### Placement view, run 1

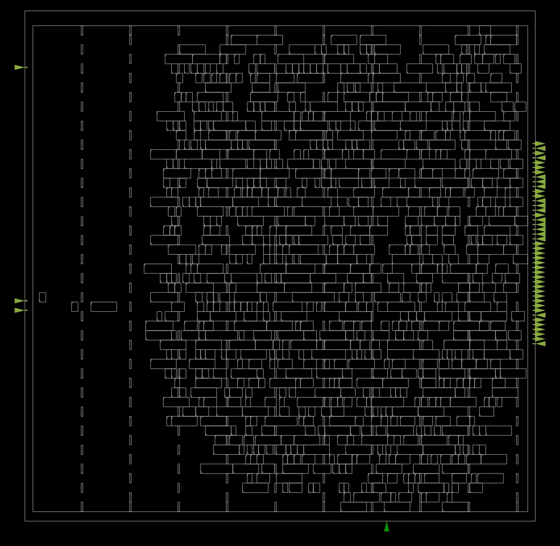
### I/O pins on the die edge, run 1

Drawn at 3 px/um. Pins as bars across the die edge, other pins in gray.
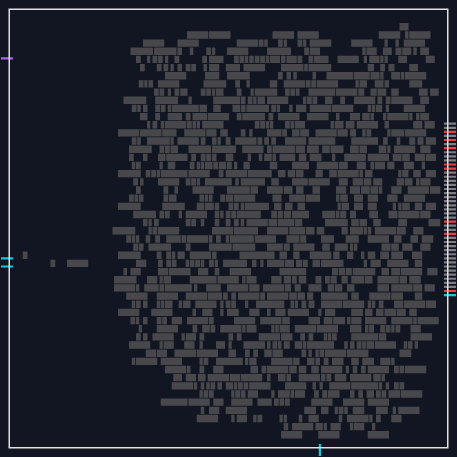
### Signal wires by layer, run 1

Drawn at 2 px/um. Two of the layers only.
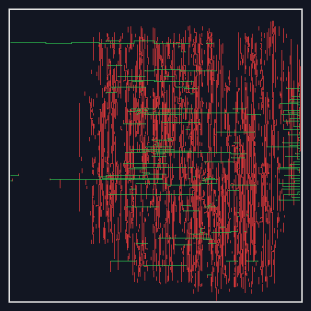
`config.mk`:
```
export PLATFORM = sky130hd
export DESIGN_NAME = playbus_responder
export DESIGN_NICKNAME = d
export VERILOG_FILES = /design/src/rtl/playbus_responder.sv
export SDC_FILE = /design/constraint.sdc
export NUM_CORES = 1
export LEC_CHECK = 0
export CAP_MARGIN = 20
export CORE_MARGIN = 2
export CORE_UTILIZATION = 35
export DETAILED_ROUTE_END_ITERATION = 10
export HOLD_SLACK_MARGIN = 0.06
export PLACE_DENSITY = 0.62
export SLEW_MARGIN = 25
export SYNTH_ARGS = -nofsm -noshare
export SYNTH_HDL_FRONTEND = slang
export SYNTH_SLANG_ARGS = --single-unit
```
`constraint.sdc`:
```
create_clock -name CK2HZ -period 1.71 [get_ports CK2HZ]
set_clock_uncertainty 0.1 [all_clocks]
set_input_delay 0.171 -clock CK2HZ [delete_from_list [all_inputs] [get_ports CK2HZ]]
set_output_delay 0.171 -clock CK2HZ [all_outputs]
set_load 0.02 [all_outputs]
```
`src/rtl/playbus_responder.sv`:
```
// playbus_responder
// Bus-side responder for the PlayBus. Models the constant ROM, a 16 x 8 RAM,
// the switch buffer and the LED latch, resolves the shared data bus as a
// wired-AND with pull-ups, counts completed RAM write strobes and keeps
// sticky protocol-error flags.
//
// Ports
//   CK2HZ        in   system clock, all state updates on the rising edge
//   CLR          in   synchronous active-high reset
//   ADD[3:0]     in   bus address
//   n_ROMO       in   ROM output enable, active low
//   n_RAMO       in   RAM output enable, active low
//   n_RAMW       in   RAM write strobe, active low
//   n_SWBEN      in   switch buffer enable, active low
//   LEDLTCH      in   LED latch strobe, active high (rising level captures)
//   SW[7:0]      in   switch values
//   DATA[7:0]    out  resolved bus value (combinational)
//   LEDS[7:0]    out  LED latch contents
//   WRCOUNT[7:0] out  completed RAM write strobes, saturating at 8'hFF
//   ERR_CONTEND  out  sticky: two or more bus sources enabled together
//   ERR_FLOAT    out  sticky: write or capture with the bus undriven
//   ERR_RW       out  sticky: RAM output enable and write strobe both low
//   ERR_ADDR     out  sticky: address moved during a RAM write strobe
module playbus_responder (
  input  logic       CK2HZ,
  input  logic       CLR,
  input  logic [3:0] ADD,
  input  logic       n_ROMO,
  input  logic       n_RAMO,
  input  logic       n_RAMW,
  input  logic       n_SWBEN,
  input  logic       LEDLTCH,
  input  logic [7:0] SW,
  output logic [7:0] DATA,
  output logic [7:0] LEDS,
  output logic [7:0] WRCOUNT,
  output logic       ERR_CONTEND,
  output logic       ERR_FLOAT,
  output logic       ERR_RW,
  output logic       ERR_ADDR
);

  logic [7:0] ram [16];
  logic [7:0] rom_q;
  logic       prev_nramw;
  logic       prev_ledltch;
  logic [3:0] strobe_add;

  logic contend;
  logic none_en;
  logic ram_wr;
  logic led_cap;
  logic strobe_start;
  logic strobe_done;
  logic addr_moved;

  assign rom_q = {~ADD, ADD};

  // Wired-AND bus: every enabled source can only pull bits low.
  always_comb begin
    DATA = '1;
    if (!n_ROMO)  DATA = DATA & rom_q;
    if (!n_RAMO)  DATA = DATA & ram[ADD];
    if (!n_SWBEN) DATA = DATA & SW;
  end

  assign contend      = (~n_ROMO & ~n_RAMO) | (~n_ROMO & ~n_SWBEN) | (~n_RAMO & ~n_SWBEN);
  assign none_en      = n_ROMO & n_RAMO & n_SWBEN;
  assign ram_wr       = ~n_RAMW & n_RAMO;
  assign led_cap      = LEDLTCH & ~prev_ledltch;
  assign strobe_start = prev_nramw & ~n_RAMW;
  assign strobe_done  = ~prev_nramw & n_RAMW;
  assign addr_moved   = ~prev_nramw & ~n_RAMW & (ADD != strobe_add);

  always_ff @(posedge CK2HZ) begin
    if (CLR) begin
      ram          <= '{default: '0};
      LEDS         <= '0;
      WRCOUNT      <= '0;
      ERR_CONTEND  <= 1'b0;
      ERR_FLOAT    <= 1'b0;
      ERR_RW       <= 1'b0;
      ERR_ADDR     <= 1'b0;
      prev_nramw   <= 1'b1;
      prev_ledltch <= 1'b0;
      strobe_add   <= '0;
    end else begin
      prev_nramw   <= n_RAMW;
      prev_ledltch <= LEDLTCH;

      // Writes always use the current address; the registered one only
      // detects a strobe whose address wandered.
      if (ram_wr)       ram[ADD]   <= DATA;
      if (strobe_start) strobe_add <= ADD;
      if (led_cap)      LEDS       <= DATA;

      if (strobe_done && WRCOUNT != 8'hFF) WRCOUNT <= WRCOUNT + 8'd1;

      if (contend)                          ERR_CONTEND <= 1'b1;
      if ((ram_wr || led_cap) && none_en)   ERR_FLOAT   <= 1'b1;
      if (~n_RAMO & ~n_RAMW)                ERR_RW      <= 1'b1;
      if (addr_moved)                       ERR_ADDR    <= 1'b1;
    end
  end

endmodule
```
==> impl_metrics.yaml, run 1 <==
# flow metrics
outcome:
  outcome: "complete, but fails checks"
  violations_in_the_final_reports: "setup timing"
finish:
  layout.clock.cell_area_share: 0.0598
  postLayoutCoreUtil: 0.472
  number_of_buffers_outside_the_clock_class_in_the_layout: 154
  drive_gt1_frac: 0.287
  instances_no_fill: 1193
  lay_top_cells: "128 x sky130_fd_sc_hd__dfxtp_1, 108 x sky130_fd_sc_hd__a21oi_1, 108 x sky130_fd_sc_hd__nand2_1"
  biggestRegsByFlops: "ram: 128 flops, LEDS: 8 flops, WRCOUNT: 8 flops"
  buffer_area_frac: 0.154
  layout.area.comb_sq_um: 3780
  top_area_cell_class: "logic gates"
  logic_gate_count: 577
  sequential_cell_total: 154
  postLayoutCellArea_sq_um: 9250
  largest_register: "ram"
  final_layout_top_logic_cell: "sky130_fd_sc_hd__dfxtp_1"
  layout.nets: 935
  nClkBuffers: 18
  comb_area_frac: 0.409
  flop_area_sq_um: 3120
  syn2layout_area_growth_pct: 31.7
global_route:
  grt_util_met2: 0.314
  grt_first_pass_wirelength_um: 33400
  grt_remaining_overflow: 0
  initial_antenna_violation_count: 0
  first_global_vias: 5891
  grt_util_all_layers: 0.202
  maximum_number_of_pins_on_one_net_before_global_route_repair: 74
logic_synthesis:
  post_synth_tally_of_flip_flops_with_integrated_enable: 0
  ys.flops: 154
  synth.cellmix.simpleShare: 0.177
  yosys.area_share.adder: 0.00178
  synth_cell_types: 50
  synth_top_cell_by_count: "sky130_fd_sc_hd__dfxtp_1"
  ys_warn_count: 0
  mux_share: 0.141
  synth.yosys.num_cells: 809
  mappedNetlistNets: 829
  asyncSetResetFlopFracSynth: 0
  yosys-top-cells-count: "154 x sky130_fd_sc_hd__dfxtp_1, 109 x sky130_fd_sc_hd__nand2_1, 108 x sky130_fd_sc_hd__a21oi_1, 70 x sky130_fd_sc_hd__nand3_1, 70 x sky130_fd_sc_hd__nor2_1"
  ys_top_cells_by_area: "sky130_fd_sc_hd__dfxtp_1 44%, sky130_fd_sc_hd__mux2i_1 8.7%, sky130_fd_sc_hd__a21oi_1 7.7%"
  postSynth.topFlopCell: "sky130_fd_sc_hd__dfxtp_1"
  synth.cell_area_sq_um: 7030
  synth.yosys.chip_area_sq_um: 7030
  synth_area_per_cell_sq_um: 8.68
  ys_top_logic_family: "simple AND/OR/NAND/NOR gates"
  synthDominantAreaCellType: "sky130_fd_sc_hd__dfxtp_1"
  yosysSeqAreaShare: 0.439
clocking:
  clock_latency_ns: 0.43
  postCtsSetupRepairBufs: 5
  clock-sinks: 154
  ctsHoldBuffers: 0
  number_of_buffers_inserted_during_clock_tree_synthesis: 17
  depth_of_the_cts_h_tree: 4
  clock_slew_at_reported_path_ffs_ns: 0.06
  cts_tree: "done"
  ctsResizeCount: 86
detailed_routing:
  topRoutingLayerUsed: "met4"
  routed_wire_length_per_instance_um: 18.1
  finalWirelength_um: 21600
  count_of_routing_violations_after_the_opening_detailed_route_iteration: 603
  final_antenna_net_count: 0
  met3RoutedLength_um: 1280
  dr_total_vias: 6265
  detail_route.vias_per_cell: 5.25
  wirelength_met1_um: 9630
  remaining_drc_errors: 0
power_and_ir_drop:
  power_combinational_mw: 1.01
  dominant_power_group: "registers"
  irDropWorstVdd_v: 0.000669
  power.combinational.fraction: 0.123
  leakage_nw: 3.56
  intPower_mw: 5.98
  power.sequential.fraction: 0.447
  p_per_area_nw_per_um2: 887
  sequential_group_power_mw: 3.67
  net-switching-power_mw: 2.23
  power_in_the_clock_group_mw: 3.53
  clock_power_share: 0.431
setup_path:
  critical_path_required_ns: 1.44
  critical_path_class: "register to primary output"
  crit_chain: "mux4_2, o21ai_2, a31oi_2, buf_4"
  cp_slowest_cell: "sky130_fd_sc_hd__mux4_2"
  setup.worst_path.end_class: "primary output"
  crit_buf_inv: 1
  crit-reg2reg-launch: "ram[32]"
  critPathArrivalTime_ns: 1.71
  worst_path_dominant_cell_family: "multiplexers"
  critical_path.endpoint: "DATA[6]"
  worst_stage_delay_on_the_critical_path_ns: 0.46
  setup_slack_of_the_worst_register_to_register_path_ns: -0.01
  worst-r2r-cell-count: 6
  worst-path-stages: 4
  critical_path.startpoint_type: "register"
  crit_path_max_fo: 2
hold_path:
  hold_end: "ram[80]"
  min-delay-start: "CLR"
  hold_class: "primary input to register"
sta:
  timing_hold_violations_final: 0
  timing.slew.headroom: 0.745
  finalMaxSlewViolations: 0
  rsz0062_at_grt: "true"
  final.setup.worst_slack_ns: -0.271
  period_needed_ns: 1.98
  setup_viol_count_final: 10
  fmax_mhz: 505
flow_run:
  stage_log_warnings: 28
  drv_cap: 0
placed_design:
  gp_congestion: 0.899
  port_buffers: 46
  post_dp_cell_area_sq_um: 8360
  count_of_placed_standard_cells_including_taps: 1152
  detailedPlace.worstSlack_ns: -0.926
floorplan:
  dieArea_sq_um: 21200
  number_of_well_taps: 265
  die_w_um: 146
  num_io_pins: 47
  initial_core_utilization: 0.359
About 'Placement view':
sequential share of cell area: 0.337
area of the placeable core: 19600 sq um
site row count: 51

About 'I/O pins on the die edge':
Key: cyan = `ADD` [pins 4, direction input, edge 2 left, 1 bottom, 1 right]; red = `WRCOUNT` [pins 8, direction output, edge right]; purple = `CK2HZ` [pins 1, direction input, edge left]

About 'Signal wires by layer':
Key: red = metal 2 [wire length 9840 um]; green = metal 3 [wire length 1280 um]

==> run 2: changes to the inputs <==
Settings changed: SLEW_MARGIN 25 to default.
==> impl_metrics.yaml, run 2 <==
# flow metrics
sta:
  finalMaxSlewViolations: 0
  final.setup.worst_slack_ns: -0.271
  rsz0062_at_grt: "true"
  period_needed_ns: 1.98
  timing.slew.headroom: 0.745
  setup_viol_count_final: 10
  fin_tns_setup_ns: -2.12
  max_slew.worst_pin.slew_ns: 0.372
  timing_hold_violations_final: 0
  fmax_mhz: 505
  final.hold.worst_slack_ns: 0.144
finish:
  drive_gt1_frac: 0.287
  number_of_buffers_outside_the_clock_class_in_the_layout: 154
  buffer_area_frac: 0.154
  inverters_excl_clock: 11
  top_area_cell_class: "logic gates"
  antenna-diode-count: 0
  layout.area.comb_sq_um: 3780
  layout.nets: 935
  instances_no_fill: 1193
  comb_area_frac: 0.409
  final_layout_top_logic_cell: "sky130_fd_sc_hd__dfxtp_1"
  nClkBuffers: 18
  postLayoutCellArea_sq_um: 9250
  layout.clock.cell_area_share: 0.0598
  syn2layout_area_growth_pct: 31.7
  sequential_cell_total: 154
  nFillCells: 1871
  biggestRegsByFlops: "ram: 128 flops, LEDS: 8 flops, WRCOUNT: 8 flops"
  largest_register: "ram"
  flop_area_sq_um: 3120
  sh_seq_area: 0.337
  lay_top_cells: "128 x sky130_fd_sc_hd__dfxtp_1, 108 x sky130_fd_sc_hd__a21oi_1, 108 x sky130_fd_sc_hd__nand2_1"
  logic_gate_count: 577
setup_path:
  setup.worst_path.end_class: "primary output"
  worst_r2r_endpoint: "LEDS[0]"
  worst_stage_delay_on_the_critical_path_ns: 0.46
  worst_path_dominant_cell_family: "multiplexers"
  cp_slowest_cell: "sky130_fd_sc_hd__mux4_2"
  critPathArrivalTime_ns: 1.71
  crit_buf_inv: 1
  critical_path.startpoint_type: "register"
  critical_path_class: "register to primary output"
  crit_path_max_fo: 2
  worst-r2r-cell-count: 6
  critical_path_required_ns: 1.44
  worst-path-stages: 4
  crit-reg2reg-launch: "ram[32]"
  critical_path.endpoint: "DATA[6]"
  setup_slack_of_the_worst_register_to_register_path_ns: -0.01
  crit_chain: "mux4_2, o21ai_2, a31oi_2, buf_4"
detailed_routing:
  met3RoutedLength_um: 1280
  topRoutingLayerUsed: "met4"
  dr_total_vias: 6265
  drtPass1Iterations: 5
  dr_wl_met2_um: 9840
  remaining_drc_errors: 0
  wirelength_met1_um: 9630
  final_antenna_net_count: 0
  routed_wire_length_per_instance_um: 18.1
  detail_route.vias_per_cell: 5.25
  finalWirelength_um: 21600
  count_of_routing_violations_after_the_opening_detailed_route_iteration: 603
logic_synthesis:
  yosys-top-cells-count: "154 x sky130_fd_sc_hd__dfxtp_1, 109 x sky130_fd_sc_hd__nand2_1, 108 x sky130_fd_sc_hd__a21oi_1, 70 x sky130_fd_sc_hd__nand3_1, 70 x sky130_fd_sc_hd__nor2_1"
  synth_area_per_cell_sq_um: 8.68
  ys.flops: 154
  synth.cell_area_sq_um: 7030
  synth.yosys.chip_area_sq_um: 7030
  synth.cellmix.simpleShare: 0.177
  syn_inst: 809
  postSynth.topFlopCell: "sky130_fd_sc_hd__dfxtp_1"
  yosys.area.top_type_share: 0.439
  synth-compound-area-share: 0.169
  mux_share: 0.141
  synth_top_cell_by_count: "sky130_fd_sc_hd__dfxtp_1"
  synthDominantAreaCellType: "sky130_fd_sc_hd__dfxtp_1"
  ys_top_cells_by_area: "sky130_fd_sc_hd__dfxtp_1 44%, sky130_fd_sc_hd__mux2i_1 8.7%, sky130_fd_sc_hd__a21oi_1 7.7%"
  ys_warn_count: 0
  mappedNetlistNets: 829
  post_synth_tally_of_flip_flops_with_integrated_enable: 0
  synth_cell_types: 50
  ys_sh_xor: 0.0112
  asyncSetResetFlopFracSynth: 0
  synth.yosys.num_cells: 809
  ys_top_logic_family: "simple AND/OR/NAND/NOR gates"
  yosys.area_share.adder: 0.00178
  yosysSeqAreaShare: 0.439
global_route:
  grt_first_pass_wirelength_um: 33400
  first_global_vias: 5891
  maximum_number_of_pins_on_one_net_before_global_route_repair: 74
  grt_util_all_layers: 0.202
  grt_remaining_overflow: 0
  grt_busiest_layer: "met2"
  initial_antenna_violation_count: 0
  grt_util_met2: 0.314
outcome:
  outcome: "complete, but fails checks"
  violations_in_the_final_reports: "setup timing"
floorplan:
  num_rows: 51
  chipHeight_um: 146
  area_of_the_placeable_core_sq_um: 19600
  num_io_pins: 47
  die_w_um: 146
  initial_core_utilization: 0.359
  dieArea_sq_um: 21200
power_and_ir_drop:
  irDropWorstVdd_v: 0.000669
  power.combinational.fraction: 0.123
  clock_power_share: 0.431
  intPower_mw: 5.98
  leakage_nw: 3.56
  p_per_area_nw_per_um2: 887
  total_power_consumption_of_the_routed_design_mw: 8.21
  dominant_power_group: "registers"
  net-switching-power_mw: 2.23
  sequential_group_power_mw: 3.67
  power_in_the_clock_group_mw: 3.53
  power_combinational_mw: 1.01
  power_switching_share: 0.271
  power.sequential.fraction: 0.447
flow_run:
  drv_cap: 0
  stage_log_warnings: 28
clocking:
  clock_slew_at_reported_path_ffs_ns: 0.06
  cts_tree: "done"
  ctsResizeCount: 86
  clock-sinks: 154
  depth_of_the_cts_h_tree: 4
  postCtsSetupRepairBufs: 5
  clock-root-buffer: "sky130_fd_sc_hd__clkbuf_16"
  ctsHoldBuffers: 0
  clock_latency_ns: 0.43
  number_of_buffers_inserted_during_clock_tree_synthesis: 17
placed_design:
  post_dp_cell_area_sq_um: 8360
  count_of_placed_standard_cells_including_taps: 1152
  detailedPlace.worstSlack_ns: -0.926
  gp_congestion: 0.899
  port_buffers: 46
hold_path:
  hold_end: "ram[80]"
  min-delay-start: "CLR"
  hold_class: "primary input to register"
  whs_path_depth: 3
### Placement view, run 2

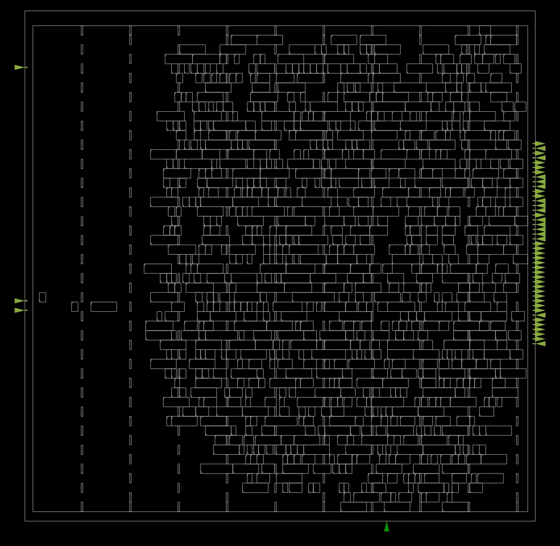
number of well taps: 265
Core Util, Final: 0.472

### Signal wires on met2, run 2

Drawn at 3 px/um.
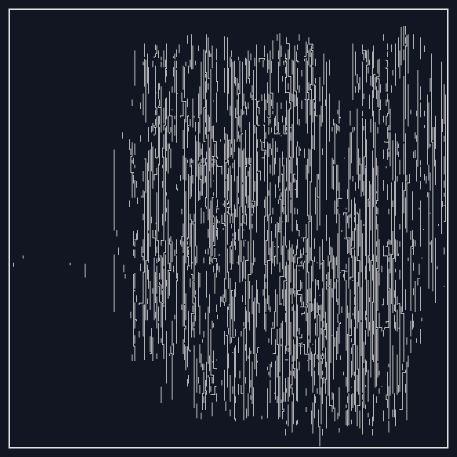
The layer holds 46% of the routed length. The longest straight run is 88.4 um.

==> run 3: changes to the inputs <==
Settings changed: ABC_AREA from default to 1, REMOVE_ABC_BUFFERS from default to 1.
==> impl_metrics.yaml, run 3 <==
# flow metrics
outcome:
  outcome: "complete, but fails checks"
  violations_in_the_final_reports: "setup timing"
clocking:
  clock_slew_at_reported_path_ffs_ns: 0.07
  ctsResizeCount: 90
  depth_of_the_cts_h_tree: 4
  clock-sinks: 154
  postCtsSetupRepairBufs: 2
hold_path:
  min-delay-start: "LEDLTCH"
  hold_end: "prev_ledltch"
  hold_class: "primary input to register"
  whs_path_depth: 3
logic_synthesis:
  postSynth.topFlopCell: "sky130_fd_sc_hd__dfxtp_1"
  synth-compound-area-share: 0.248
  yosys.area_share.adder: 0.00321
  post_synth_tally_of_flip_flops_with_integrated_enable: 0
  synth.cell_area_sq_um: 7020
  synth.yosys.num_cells: 952
  syn_inst: 952
  synth_cell_types: 32
  ys_top_cells_by_area: "sky130_fd_sc_hd__dfxtp_1 44%, sky130_fd_sc_hd__nand2_1 17%, sky130_fd_sc_hd__o21ai_0 10%"
  mux_share: 0
  synthDominantAreaCellType: "sky130_fd_sc_hd__dfxtp_1"
  synth_top_cell_by_count: "sky130_fd_sc_hd__nand2_1"
  yosys-top-cells-count: "321 x sky130_fd_sc_hd__nand2_1, 154 x sky130_fd_sc_hd__dfxtp_1, 143 x sky130_fd_sc_hd__o21ai_0, 129 x sky130_fd_sc_hd__a21oi_1, 20 x sky130_fd_sc_hd__clkbuf_1"
  synth.yosys.chip_area_sq_um: 7020
  asyncSetResetFlopFracSynth: 0
  synth.cellmix.simpleShare: 0.223
  synth_area_per_cell_sq_um: 7.37
finish:
  antenna-diode-count: 0
  top_area_cell_class: "logic gates"
  layout.nets: 1054
  layout.clock.cell_area_share: 0.0634
  buffer_area_frac: 0.148
  nClkBuffers: 18
  inverters_excl_clock: 32
  flop_area_sq_um: 3110
  syn2layout_area_growth_pct: 29.1
  postLayoutCellArea_sq_um: 9060
  layout.area.comb_sq_um: 3570
  comb_area_frac: 0.394
  final_layout_top_logic_cell: "sky130_fd_sc_hd__nand2_1"
  largest_register: "ram"
  logic_gate_count: 701
sta:
  timing.slew.headroom: 0.769
  rsz0062_at_grt: "true"
  setup_viol_count_final: 8
  finalMaxSlewViolations: 0
  final.setup.worst_slack_ns: -0.0957
  final.hold.worst_slack_ns: 0.181
setup_path:
  worst-r2r-cell-count: 9
  critPathArrivalTime_ns: 1.53
  worst-path-stages: 9
  worst_stage_delay_on_the_critical_path_ns: 0.32
  crit_buf_inv: 2
  setup.worst_path.end_class: "primary output"
  worst_r2r_endpoint: "ram[9]"
  critical_path_required_ns: 1.44
  critical_path.startpoint_type: "register"
  crit_path_max_fo: 2
  cp_slowest_cell: "sky130_fd_sc_hd__dfxtp_2"
power_and_ir_drop:
  p_per_area_nw_per_um2: 912
  power.sequential.fraction: 0.447
  net-switching-power_mw: 2.18
  total_power_consumption_of_the_routed_design_mw: 8.27
  dominant_power_group: "registers"
  irDropWorstVdd_v: 0.000605
  power_combinational_mw: 0.892
  power_in_the_clock_group_mw: 3.68
  power_switching_share: 0.264
  leakage_nw: 3.90
detailed_routing:
  drtPass1Iterations: 6
  dr_total_vias: 6468
  final_antenna_net_count: 0
  topRoutingLayerUsed: "met4"
  count_of_routing_violations_after_the_opening_detailed_route_iteration: 504
  detail_route.vias_per_cell: 4.93
  wirelength_met1_um: 9390
  routed_wire_length_per_instance_um: 15.5
  finalWirelength_um: 20300
  dr_wl_met2_um: 9580
flow_run:
  drv_cap: 0
floorplan:
  number_of_well_taps: 265
  num_rows: 51
  num_io_pins: 47
  dieArea_sq_um: 21200
  initial_core_utilization: 0.358
placed_design:
  detailedPlace.worstSlack_ns: -0.755
  port_buffers: 46
  gp_congestion: 0.868
  post_dp_cell_area_sq_um: 8270
  count_of_placed_standard_cells_including_taps: 1278
global_route:
  grt_first_pass_wirelength_um: 32900
  grt_remaining_overflow: 0
  maximum_number_of_pins_on_one_net_before_global_route_repair: 79
  grt_util_all_layers: 0.195
  first_global_vias: 6054
### Placement view, run 3

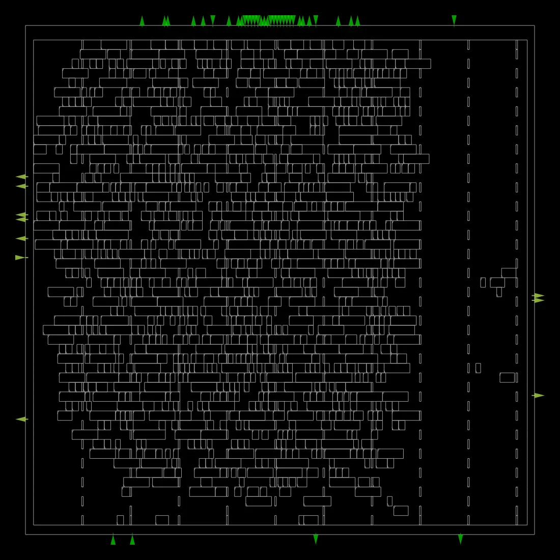
fill cell total of the finished layout: 1919
sequential share of cell area: 0.343
total number of sequential cells: 154
Core Util, Final: 0.462
count of placed standard cells in the final layout, fillers left out: 1312

### I/O pins on the die edge, run 3

Drawn at 3 px/um. Pins as bars across the die edge, other pins in gray.
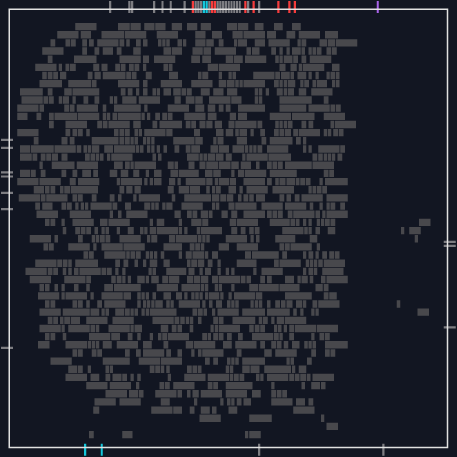
Key: purple = `CK2HZ` [pins 1, direction input, edge top]; red = `WRCOUNT` [pins 8, direction output, edge top]; cyan = `ADD` [pins 4, direction input, edge 2 bottom, 2 top]
All pins by edge: 33 top, 7 left, 4 bottom, 3 right.

